[src/rtl/bus_wait_pkg.sv]
// Shared types and widths for the 6502 bus wait-state controller.
package bus_wait_pkg;

    localparam int REGION_W = 2;
    localparam int WS_W     = 4;
    localparam int TMO_W    = 8;

    typedef enum logic [1:0] {
        IDLE = 2'd0,
        WAIT = 2'd1,
        EXT  = 2'd2
    } state_t;

    function automatic logic [3:0] region_cs(input logic [REGION_W-1:0] r);
        region_cs = 4'b0001 << r;
    endfunction

endpackage

[src/rtl/wait_counter.sv]
// Loadable counter: saturating down-count for wait states, free up-count for timers.
module wait_counter #(
    parameter int W  = 4,
    parameter bit UP = 1'b0
) (
    input  logic         clk,
    input  logic         rst,
    input  logic         load,
    input  logic [W-1:0] load_val,
    input  logic         en,
    output logic [W-1:0] cnt,
    output logic         zero
);

    always_ff @(posedge clk or posedge rst) begin
        if (rst) begin
            cnt <= '0;
        end else if (load) begin
            cnt <= load_val;
        end else if (en) begin
            if (UP)
                cnt <= cnt + W'(1);
            else if (cnt != '0)
                cnt <= cnt - W'(1);
        end
    end

    assign zero = (cnt == '0);

endmodule

[src/rtl/bus_wait_ctl.sv]
// Region-decoded RDY stretcher for 6502 read cycles, with optional external ACK wait.
// Define BUS_WAIT_TIMEOUT_EN to bound the EXT_ACK wait and report BUS_ERR.
module bus_wait_ctl
    import bus_wait_pkg::*;
#(
    parameter logic [WS_W-1:0]  WS0      = 4'd0,
    parameter logic [WS_W-1:0]  WS1      = 4'd0,
    parameter logic [WS_W-1:0]  WS2      = 4'd2,
    parameter logic [WS_W-1:0]  WS3      = 4'd1,
    parameter logic [3:0]       EXT_MASK = 4'b1000,
    parameter logic [TMO_W-1:0] TIMEOUT  = 8'd64
) (
    input  logic        PHI0,
    input  logic        RES,
    input  logic [15:0] ADDR,
    input  logic        RnW,
    input  logic        EXT_ACK,
    output logic        RDY,
    output logic [3:0]  CS,
    output logic        BUSY,
    output logic        BUS_ERR
);

    state_t                state, state_nx;
    logic [REGION_W-1:0]   region, r_l;
    logic [WS_W-1:0]       ws_cur, cnt_init, unused_ws_cnt;
    logic                  ext_cur, ext_l;
    logic                  cnt_load, cnt_dec, cnt_zero;
    logic                  tmo;
    logic                  rdy_c;

    function automatic logic [WS_W-1:0] ws_of(input logic [REGION_W-1:0] r);
        case (r)
            2'd0:    ws_of = WS0;
            2'd1:    ws_of = WS1;
            2'd2:    ws_of = WS2;
            default: ws_of = WS3;
        endcase
    endfunction

    assign region   = ADDR[15:14];
    assign ws_cur   = ws_of(region);
    assign ext_cur  = EXT_MASK[region];
    assign ext_l    = EXT_MASK[r_l];
    assign cnt_init = ws_cur - 4'd1;

    wait_counter #(.W(WS_W), .UP(1'b0)) u_ws_cnt (
        .clk      (PHI0),
        .rst      (RES),
        .load     (cnt_load),
        .load_val (cnt_init),
        .en       (cnt_dec),
        .cnt      (unused_ws_cnt),
        .zero     (cnt_zero)
    );

`ifdef BUS_WAIT_TIMEOUT_EN
    logic [TMO_W-1:0] tmr;
    logic             tmr_clr, unused_tmr_zero;

    assign tmr_clr = (state != EXT) && (state_nx == EXT);

    wait_counter #(.W(TMO_W), .UP(1'b1)) u_tmo_cnt (
        .clk      (PHI0),
        .rst      (RES),
        .load     (tmr_clr),
        .load_val ('0),
        .en       (state == EXT),
        .cnt      (tmr),
        .zero     (unused_tmr_zero)
    );

    assign tmo = (state == EXT) && (tmr == TIMEOUT - 8'd1);
`else
    assign tmo = 1'b0;
`endif

    always_ff @(posedge PHI0 or posedge RES) begin
        if (RES)
            state <= IDLE;
        else
            state <= state_nx;
    end

    // Region is captured only when a read actually begins stalling.
    always_ff @(posedge PHI0 or posedge RES) begin
        if (RES)
            r_l <= '0;
        else if (state == IDLE && state_nx != IDLE)
            r_l <= region;
    end

    always_comb begin
        state_nx = state;
        cnt_load = 1'b0;
        cnt_dec  = 1'b0;
        case (state)
            IDLE: begin
                if (RnW) begin
                    if (ws_cur != '0) begin
                        cnt_load = 1'b1;
                        state_nx = WAIT;
                    end else if (ext_cur && !EXT_ACK) begin
                        state_nx = EXT;
                    end
                end
            end
            WAIT: begin
                if (cnt_zero)
                    state_nx = ext_l ? EXT : IDLE;
                else
                    cnt_dec = 1'b1;
            end
            EXT: begin
                if (EXT_ACK || tmo)
                    state_nx = IDLE;
            end
            default: state_nx = IDLE;
        endcase
    end

    always_comb begin
        rdy_c = 1'b1;
        case (state)
            IDLE: begin
                if (RnW) begin
                    if (ws_cur != '0)
                        rdy_c = 1'b0;
                    else if (ext_cur)
                        rdy_c = EXT_ACK;
                end
            end
            WAIT:    rdy_c = cnt_zero & ~ext_l;
            EXT:     rdy_c = EXT_ACK | tmo;
            default: rdy_c = 1'b1;
        endcase
    end

    // RES overrides asynchronously so the core is released at once.
    assign RDY     = RES | rdy_c;
    assign CS      = RES ? 4'b0000 : region_cs((state == IDLE) ? region : r_l);
    assign BUSY    = (state != IDLE);
    assign BUS_ERR = ~RES & tmo & ~EXT_ACK;

endmodule
[config.mk]
export PLATFORM = sky130hd
export DESIGN_NAME = bus_wait_ctl
export DESIGN_NICKNAME = d
export VERILOG_FILES = /design/src/rtl/bus_wait_pkg.sv /design/src/rtl/wait_counter.sv /design/src/rtl/bus_wait_ctl.sv
export SDC_FILE = /design/constraint.sdc
export NUM_CORES = 1
export LEC_CHECK = 0
export CORE_AREA = 3 3 40 42
export DETAILED_ROUTE_END_ITERATION = 7
export DIE_AREA = 0 0 43 45
export GPL_TIMING_DRIVEN = 0
export HOLD_SLACK_MARGIN = 0.06
export PLACE_DENSITY = 0.84
export SLEW_MARGIN = 10
export SYNTH_ARGS = -nofsm -noshare
export SYNTH_HDL_FRONTEND = slang
export SYNTH_SLANG_ARGS = --single-unit
[constraint.sdc]
create_clock -name PHI0 -period 2.8 [get_ports PHI0]
set_input_delay 0.56 -clock PHI0 [delete_from_list [all_inputs] [get_ports PHI0]]
set_output_delay 0.56 -clock PHI0 [all_outputs]
set_load 0.05 [all_outputs]
==> impl_metrics.ini <==
; physical design summary
[run_status]
status = complete, no violations

[clocking]
cts_resized = 2
cts_tree = yes
clock-sinks = 8
cts.reportedPaths.clkPinSlew_ns = 0.05
h-tree-depth = 1

[finish]
largestClassByArea = logic gates
logic_gate_count = 45
nets = 95
drive_gt1_share_pct = 16.7
clockBufferCount = 3
n_all_inverters = 4
regMostFlops = u_ws_cnt.cnt
buffers = 12
mostFrequentLayoutCell = nand2_1
reg_top3 = u_ws_cnt.cnt: 4 flops, r_l: 2 flops, state: 2 flops
flop-count = 8

[logic_synthesis]
synthCells = 58
synthTopCellsByCount = nand2_1, dfrtp_1
top_area_share_pct = 37.7
ys_cells = 58
yosysMostFrequentCell = nand2_1
synth_nets = 79
edf_count = 0
synth-seq-cells = 8
synthTopLogicFamily = simple AND/OR/NAND/NOR gates
simple_gate_share_pct = 34.0

[sta]
min_period_over_period_pct = 95.3
rsz0062_at_grt = false
hold_viol_final = 0
slew_viol_final = 0
final.setup.tns_ns = 0
slew_headroom_pct = 66.5
finalWorstSetupSlack_ns = 0.132
worst_slew_pin_slew_ns = 0.501
clock_skew_ns = 0.00102

[floorplanning]
core_area_um2 = 1280
die-area_um2 = 1940
die_h_um = 45
taps = 15

[pwr]
total_power_uw = 708
comb_cell_power_uw = 398
p_int_uw = 370
switching_power_uw = 338
clkPwrFrac_pct = 12.3
switching_share_pct = 47.8

[worst_setup_path]
slowest_delay_ns = 0.80
start_kind = input port
r2r_slack_ns = 0.96
arrival_ns = 2.11
cp.required_ns = 2.24
crit_start = ADDR[15]
worstSetupEndpoint = RDY
reg2reg_to = u_ws_cnt.cnt[2]$_DFFE_PP0P_
crit_slowest_cell = clkdlybuf4s50_1

[global_route]
antenna_found_initial = 0

[detailed_routing]
antenna_left = 0
dr.pass1.iters = 4
avgRoutedWirePerCell_um = 13.5
dr.first_iter.drc_count = 16
wl_met2_um = 555

[placed_design]
place_inst = 84
place_congestion = 0.784

[worst_hold_path]
hold_start = u_ws_cnt.cnt[3]$_DFFE_PP0P_
Figure 1. The metal 1 layer.
Drawn at 6 px/um.
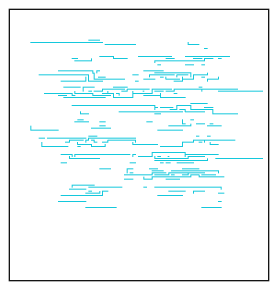
main direction: horizontal
longest straight run: 13.8 um
met1 Usage GRT: 18.3%
Routed WL: 1170 um
routed via count: 475

Figure 2. Register map, names as in the netlist.
Drawn at 12 px/um.
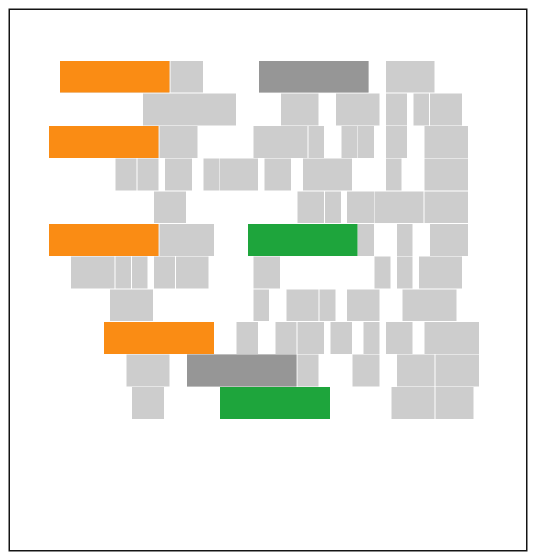
[u_ws_cnt.cnt] orange | placed flops: 4
[r_l] green | placed flops: 2
fin util: 53.3%
register area: 200 um2
sequential share of cell area: 29.3%
Seq. pwr: 222 uW

Figure 3. Routing congestion map.
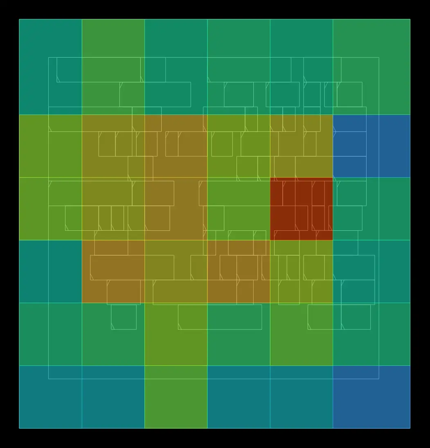
Most Crowded Layer GR: met2
met2 Resource Use GR: 21.0%
Tot GR Track Use: 13.7%

Power figures rest on the tool's default switching activity, not on a simulated workload.
